Run 1, cell area per tile:
Drawn at 4 px/um. The die is cut into 8 by 8 equal tiles; dark blue is low, red is high, 0 to 100% covered.
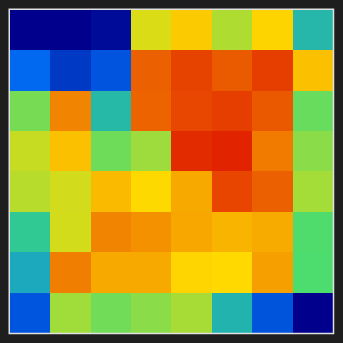
Run 1, cell sizes after repair:
Drawn at 4 px/um.
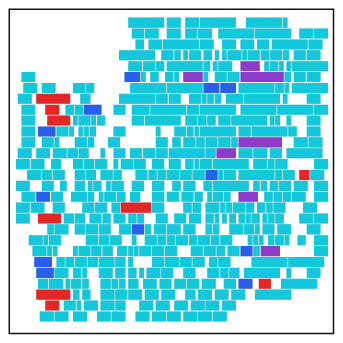
Run 1, placement view:
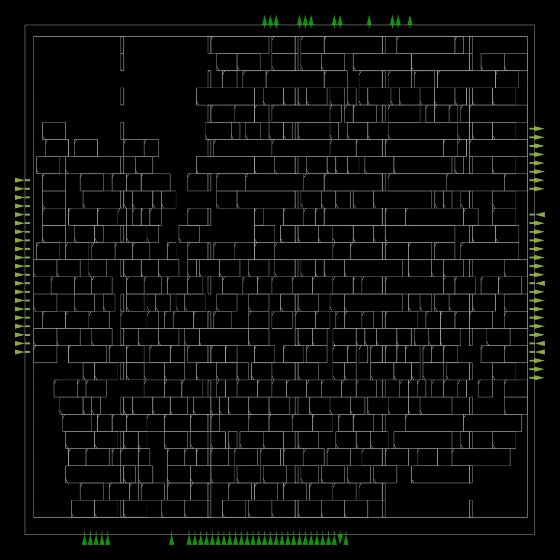
## src/rtl/isa_pkg.sv

```systemverilog
// Shared ISA constants, issue-FSM state encoding and a saturating counter helper
// used by the dual-issue control slice.
package isa_pkg;

  localparam logic [4:0] OP_RTYPE = 5'b00000;
  localparam logic [4:0] OP_J     = 5'b00001;
  localparam logic [4:0] OP_BNE   = 5'b00010;
  localparam logic [4:0] OP_JAL   = 5'b00011;
  localparam logic [4:0] OP_JR    = 5'b00100;
  localparam logic [4:0] OP_ADDI  = 5'b00101;
  localparam logic [4:0] OP_BLT   = 5'b00110;
  localparam logic [4:0] OP_SW    = 5'b00111;
  localparam logic [4:0] OP_LW    = 5'b01000;
  localparam logic [4:0] OP_SETX  = 5'b10101;
  localparam logic [4:0] OP_BEX   = 5'b10110;

  localparam logic [4:0]  REG_STATUS = 5'd30;
  localparam logic [4:0]  REG_LINK   = 5'd31;
  localparam logic [15:0] CNT_MAX    = 16'hFFFF;

  typedef enum logic [1:0] {
    ST_PAIR     = 2'd0,
    ST_SPLIT    = 2'd1,
    ST_LU_STALL = 2'd2
  } issue_state_e;

  function automatic logic [15:0] sat_inc(input logic [15:0] value);
    return (value == CNT_MAX) ? value : value + 16'd1;
  endfunction

endpackage

```

## src/rtl/reg_use_decode.sv

```systemverilog
// Per-slot register read/write-set decode; enables are pre-masked with valid
// and with register 0 so downstream comparators never see r0 hazards.
module reg_use_decode
  import isa_pkg::*;
(
  input  logic       valid,
  input  logic [4:0] op,
  input  logic [4:0] rd,
  input  logic [4:0] rs,
  input  logic [4:0] rt,
  output logic [4:0] src_a,
  output logic       src_a_en,
  output logic [4:0] src_b,
  output logic       src_b_en,
  output logic [4:0] dst,
  output logic       dst_en,
  output logic       is_mem,
  output logic       is_ctrl
);

  always_comb begin
    src_a   = 5'd0;
    src_b   = 5'd0;
    dst     = 5'd0;
    is_mem  = 1'b0;
    is_ctrl = 1'b0;
    case (op)
      OP_RTYPE: begin src_a = rs; src_b = rt; dst = rd; end
      OP_ADDI:  begin src_a = rs; dst = rd; end
      OP_LW:    begin src_a = rs; dst = rd; is_mem = 1'b1; end
      OP_SW:    begin src_a = rd; src_b = rs; is_mem = 1'b1; end
      OP_BNE,
      OP_BLT:   begin src_a = rd; src_b = rs; is_ctrl = 1'b1; end
      OP_JR:    begin src_a = rd; is_ctrl = 1'b1; end
      OP_BEX:   begin src_a = REG_STATUS; is_ctrl = 1'b1; end
      OP_J:     is_ctrl = 1'b1;
      OP_JAL:   begin dst = REG_LINK; is_ctrl = 1'b1; end
      OP_SETX:  dst = REG_STATUS;
      default:  ;
    endcase
  end

  assign src_a_en = valid && (src_a != 5'd0);
  assign src_b_en = valid && (src_b != 5'd0);
  assign dst_en   = valid && (dst != 5'd0);

endmodule

```

## src/rtl/dual_issue_ctrl.sv

```systemverilog
// Dual-issue steering for the FD->DX boundary: pairs, splits or bubbles the two
// FD slots, with zero-latency issue outputs and saturating performance counters.
module dual_issue_ctrl
  import isa_pkg::*;
(
  input  logic        clock,
  input  logic        ctrl_reset,
  input  logic        fd_valid0,
  input  logic        fd_valid1,
  input  logic [4:0]  fd_op0,
  input  logic [4:0]  fd_op1,
  input  logic [4:0]  fd_rd0,
  input  logic [4:0]  fd_rs0,
  input  logic [4:0]  fd_rt0,
  input  logic [4:0]  fd_rd1,
  input  logic [4:0]  fd_rs1,
  input  logic [4:0]  fd_rt1,
  input  logic        dx_load0,
  input  logic        dx_load1,
  input  logic [4:0]  dx_rd0,
  input  logic [4:0]  dx_rd1,
  input  logic        hold_in,
  input  logic        flush,
  output logic        dx_we0,
  output logic        dx_we1,
  output logic        issue0,
  output logic        issue1,
  output logic        fd_stall,
  output logic [15:0] split_cnt,
  output logic [15:0] stall_cnt
);

  issue_state_e state_reg, state_next;
  logic [15:0]  split_cnt_reg, stall_cnt_reg;
  logic         split_evt, bubble_evt;

  logic [1:0] valid_s, src_a_en, src_b_en, dst_en, is_mem, is_ctrl, lu_slot;
  logic [4:0] op_s [2];
  logic [4:0] rd_s [2];
  logic [4:0] rs_s [2];
  logic [4:0] rt_s [2];
  logic [4:0] src_a [2];
  logic [4:0] src_b [2];
  logic [4:0] dst [2];

  assign valid_s = {fd_valid1, fd_valid0};
  assign op_s[0] = fd_op0;
  assign op_s[1] = fd_op1;
  assign rd_s[0] = fd_rd0;
  assign rd_s[1] = fd_rd1;
  assign rs_s[0] = fd_rs0;
  assign rs_s[1] = fd_rs1;
  assign rt_s[0] = fd_rt0;
  assign rt_s[1] = fd_rt1;

  for (genvar gi = 0; gi < 2; gi++) begin : g_slot
    reg_use_decode u_dec (
      .valid    (valid_s[gi]),
      .op       (op_s[gi]),
      .rd       (rd_s[gi]),
      .rs       (rs_s[gi]),
      .rt       (rt_s[gi]),
      .src_a    (src_a[gi]),
      .src_a_en (src_a_en[gi]),
      .src_b    (src_b[gi]),
      .src_b_en (src_b_en[gi]),
      .dst      (dst[gi]),
      .dst_en   (dst_en[gi]),
      .is_mem   (is_mem[gi]),
      .is_ctrl  (is_ctrl[gi])
    );

    // Source enables already exclude r0, so a match implies a nonzero load target.
    assign lu_slot[gi] =
        (dx_load0 && ((src_a_en[gi] && src_a[gi] == dx_rd0) ||
                      (src_b_en[gi] && src_b[gi] == dx_rd0))) ||
        (dx_load1 && ((src_a_en[gi] && src_a[gi] == dx_rd1) ||
                      (src_b_en[gi] && src_b[gi] == dx_rd1)));
  end

  logic load_use, raw_waw, pair_conflict;

  assign load_use = |lu_slot;
  assign raw_waw  = dst_en[0] && ((src_a_en[1] && src_a[1] == dst[0]) ||
                                  (src_b_en[1] && src_b[1] == dst[0]) ||
                                  (dst_en[1]   && dst[1]   == dst[0]));
  assign pair_conflict = fd_valid0 && fd_valid1 &&
                         (raw_waw || (is_mem[0] && is_mem[1]) || is_ctrl[0]);

  always_comb begin
    state_next = state_reg;
    issue0     = 1'b0;
    issue1     = 1'b0;
    fd_stall   = 1'b0;
    dx_we0     = 1'b1;
    dx_we1     = 1'b1;
    split_evt  = 1'b0;
    bubble_evt = 1'b0;
    if (flush) begin
      state_next = ST_PAIR;
    end else begin
      case (state_reg)
        ST_SPLIT: begin
          if (lu_slot[1]) begin
            fd_stall   = 1'b1;
            bubble_evt = 1'b1;
          end else begin
            issue1     = 1'b1;
            state_next = ST_PAIR;
          end
        end
        // LU_STALL re-evaluates as PAIR once the bubble has refreshed DX.
        default: begin
          if (load_use) begin
            fd_stall   = 1'b1;
            bubble_evt = 1'b1;
            state_next = ST_LU_STALL;
          end else if (pair_conflict) begin
            issue0     = 1'b1;
            fd_stall   = 1'b1;
            split_evt  = 1'b1;
            state_next = ST_SPLIT;
          end else begin
            issue0     = fd_valid0;
            issue1     = fd_valid1;
            state_next = ST_PAIR;
          end
        end
      endcase
      if (hold_in) begin
        dx_we0     = 1'b0;
        dx_we1     = 1'b0;
        fd_stall   = 1'b1;
        state_next = state_reg;
        split_evt  = 1'b0;
        bubble_evt = 1'b0;
      end
    end
  end

  always_ff @(posedge clock or negedge ctrl_reset) begin
    if (!ctrl_reset) begin
      state_reg     <= ST_PAIR;
      split_cnt_reg <= 16'd0;
      stall_cnt_reg <= 16'd0;
    end else begin
      state_reg <= state_next;
      if (split_evt)  split_cnt_reg <= sat_inc(split_cnt_reg);
      if (bubble_evt) stall_cnt_reg <= sat_inc(stall_cnt_reg);
    end
  end

  assign split_cnt = split_cnt_reg;
  assign stall_cnt = stall_cnt_reg;

endmodule

```

## config.mk

```make
export PLATFORM = sky130hd
export DESIGN_NAME = dual_issue_ctrl
export DESIGN_NICKNAME = d
export VERILOG_FILES = /design/src/rtl/isa_pkg.sv /design/src/rtl/reg_use_decode.sv /design/src/rtl/dual_issue_ctrl.sv
export SDC_FILE = /design/constraint.sdc
export NUM_CORES = 1
export LEC_CHECK = 0
export CAP_MARGIN = 20
export CORE_UTILIZATION = 52
export DETAILED_ROUTE_END_ITERATION = 10
export GPL_ROUTABILITY_DRIVEN = 0
export PLACE_DENSITY = 0.95
export SLEW_MARGIN = 20
export SYNTH_ARGS = -nofsm -noshare
export SYNTH_HDL_FRONTEND = slang
export SYNTH_HIERARCHICAL = 1
export SYNTH_SLANG_ARGS = --single-unit
```

## constraint.sdc

```tcl
create_clock -name clock -period 11.4 [get_ports clock]
set_input_delay 3.42 -clock clock [delete_from_list [all_inputs] [get_ports clock]]
set_output_delay 3.42 -clock clock [all_outputs]
set_load 0.01 [all_outputs]
```

==> out/qor.txt, run 1 <==
Sequential Power -> 0.128 mW
Layout cell share with drive strength beyond 1 -> 0.06250
Overall global routing resource usage -> 0.2815
Antenna violations before repair -> 0
Met3 wire length -> 465 um
Vias after detailed routing -> 3208
NetSw -> 0.09508 mW
CTS tree -> yes
DR vias/cell -> 6.134
Tool warnings -> 26
Metal-1 WL -> 3619 um
P&R area growth vs syn -> 32.76%
Fraction of area in registers -> 0.1991
CP required -> 7.98 ns
Clock Pin Slew Worst Setup and Hold Paths -> 0.08 ns
Number of routed nets with antenna violations -> 0
Leading cell kind -> multi-input combinational cells
Inserted Diodes -> 0
Chip Height -> 80.69 um
CP top delay family -> buffers and inverters
Clk pwr -> 0.135 mW
Hold Path End -> stall_cnt[7]
Ports -> 95
Sw Share -> 0.2703
WL met2 -> 4574 um
First-pass GRT wire length -> 14370 um
Arr. time, crit path -> 6.79 ns
Hold Crit Start -> stall_cnt[7]
CP peak stage delay -> 0.65 ns
Buffers, non-clock -> 95
Logic power comb -> 0.0888 mW
Worst setup path start -> fd_op1[3]
Port Buffer Count -> 94
M2 GR Usage -> 0.5169
Placed cells -> 515
FP Core Util -> 0.5405
Hold/Removal Path Class -> flip-flop to flip-flop
Fin. Hold Viols -> 0
P_leak -> 1.888 nW
Reg-to-Reg End -> split_cnt[1]
Placed cell area -> 4136 um^2
Cycle use final -> 0.8954
Grt total ovfl -> 0
Number of buffers created by CTS -> 5
Pwr per Cell Area -> 82.29 nW/um^2
Reg2reg path depth -> 7
Drt total wl -> 8876 um
Die Wd -> 80.69 um
Tap Cells -> 75
Top pwr grp -> clock
Post-DP HPWL -> 6966 um
Row count -> 28
1st-pass router iterations -> 4
Synth Area per Inst -> 8.968 um^2
Post-CTS Resized -> 0
Routing usage on met3 -> 0.03409
CP bufs+invs -> 2
CP Launch Type -> primary input
WP depth -> 13
Clock Latency Late Sink -> 0.29 ns
Crit path capture -> fd_stall
Slowest stage cell, crit path -> clkdlybuf4s50_1
DRC Markers -> 0
Non-clk buf share -> 0.2219
Routed WL per cell -> 16.97 um
Max_cap viols -> 0
Fmax achieved -> 0.09796 GHz
H-tree depth -> 2
Critical R2R Launch -> split_cnt[7]
Setup bufs post-CTS -> 0
Top cell excl fill/tap -> clkdlybuf4s50_1
Seq cells -> 34
RSZ-0062 raised after global routing -> false
Die area -> 6510 um^2
Top Layer Used -> met4
Seq pwr share -> 0.363
Hold Path Depth -> 1
Post-layout util -> 0.7176
Tightest Pin Transition -> 0.5365 ns
Hold_buf cts -> 0
Comb area share -> 0.5205
MI comb area -> 2225 um^2
Relative slew slack -> 0.6423
Setup TNS -> 0 ns
Setup crit end kind -> output pin
Outcome -> finished, final reports clean
Synth warnings -> 6
Clock group share of total power -> 0.384
Pin count of the biggest net entering global routing -> 35
## Picture notes: 'cell area per tile'
fullest tile: 96%
tiles over 75% full: 50%
mean over tiles: 64%
nearly empty tiles: 4.7%

## Picture notes: 'cell sizes after repair'
[x3 and x4] red | cells: 9 | share: 2.0%
[x1 and smaller] cyan | cells: 420 | share: 94% | most used: clkdlybuf4s50_1
[x2] blue | cells: 12 | share: 2.7% | most used: mux2_2
[x6 and larger] purple | cells: 7 | share: 1.6% | most used: clkbuf_8

## Picture notes: 'placement view'
fillcell total: 430
Core Area: 5956 um^2

==> run 1 -> run 2 <==
--- a/config.mk
+++ b/config.mk
@@ -10,7 +10,7 @@
 export DETAILED_ROUTE_END_ITERATION = 10
 export GPL_ROUTABILITY_DRIVEN = 0
 export PLACE_DENSITY = 0.95
-export SLEW_MARGIN = 20
+export SETUP_SLACK_MARGIN = 0.1
 export SYNTH_ARGS = -nofsm -noshare
 export SYNTH_HDL_FRONTEND = slang
 export SYNTH_HIERARCHICAL = 1
Run 2, cell area per tile:
Drawn at 4 px/um. The die is cut into 8 by 8 equal tiles; dark blue is low, red is high, 0 to 100% covered.
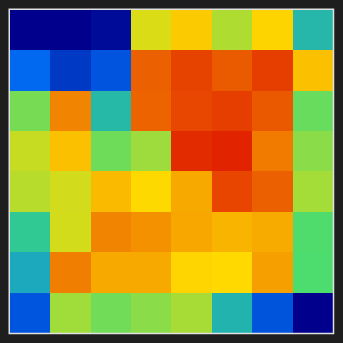
tiles over 75% full: 50%
mean over tiles: 64%
emptiest ninth of the die: north-west
nearly empty tiles: 4.7%
fullest tile: 96%
FP Core Util: 0.5405
post-layout util: 0.7176

Run 2, cell sizes after repair:
Drawn at 4 px/um.
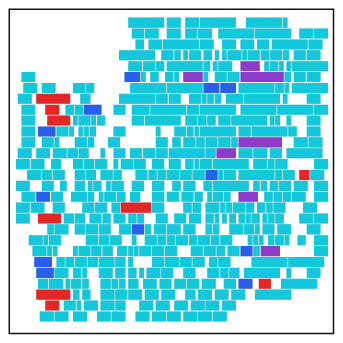
[x6 and larger] purple | cells: 7 | share: 1.6% | most used: clkbuf_8
[x1 and smaller] cyan | cells: 420 | share: 94% | most used: clkdlybuf4s50_1
[x2] blue | cells: 12 | share: 2.7% | most used: mux2_2
[x3 and x4] red | cells: 9 | share: 2.0%
design area: 4274 um^2
fin worst setup slack: 1.192 ns
Buffers, non-clock: 95
P&R area growth vs syn: 32.76%

==> out/qor.txt, run 2 <==
Outcome -> finished, final reports clean
NetSw -> 0.09508 mW (unchanged)
Core Area -> 5956 um^2 (unchanged)
Sw Share -> 0.2703 (unchanged)
Leading cell kind -> multi-input combinational cells
CP Launch Type -> primary input
Worst setup path start -> fd_op1[3]
Die Wd -> 80.69 um (unchanged)
H-tree depth -> 2 (unchanged)
Top Layer Used -> met4
Tap Cells -> 75 (unchanged)
Synth warnings -> 6 (unchanged)
Fillcell total -> 430 (unchanged)
Number of routed nets with antenna violations -> 0 (unchanged)
Overall global routing resource usage -> 0.2815 (unchanged)
DR vias/cell -> 6.134 (unchanged)
Clock group share of total power -> 0.384 (about the same)
Number of buffers created by CTS -> 5 (unchanged)
First-pass GRT wire length -> 14370 um (unchanged)
Post-DP HPWL -> 6966 um (unchanged)
Hold_buf cts -> 0 (unchanged)
Reg-to-Reg End -> split_cnt[1]
Placed cell area -> 4136 um^2 (unchanged)
Seq cells -> 34 (unchanged)
Post-CTS Resized -> 0 (unchanged)
Logic power comb -> 0.0888 mW (about the same)
Synth Area per Inst -> 8.968 um^2 (unchanged)
CP required -> 7.98 ns (about the same)
Clock Pin Slew Worst Setup and Hold Paths -> 0.08 ns (about the same)
Routed WL per cell -> 16.97 um (unchanged)
WP depth -> 13 (unchanged)
Reg2reg path depth -> 7 (unchanged)
CTS tree -> yes
Ports -> 95 (unchanged)
MI comb area -> 2225 um^2 (unchanged)
Hold Crit Start -> stall_cnt[7]
1st-pass router iterations -> 4 (unchanged)
Clock Latency Late Sink -> 0.29 ns (about the same)
WL met2 -> 4574 um (unchanged)
Power and IR drop assume default switching activity.
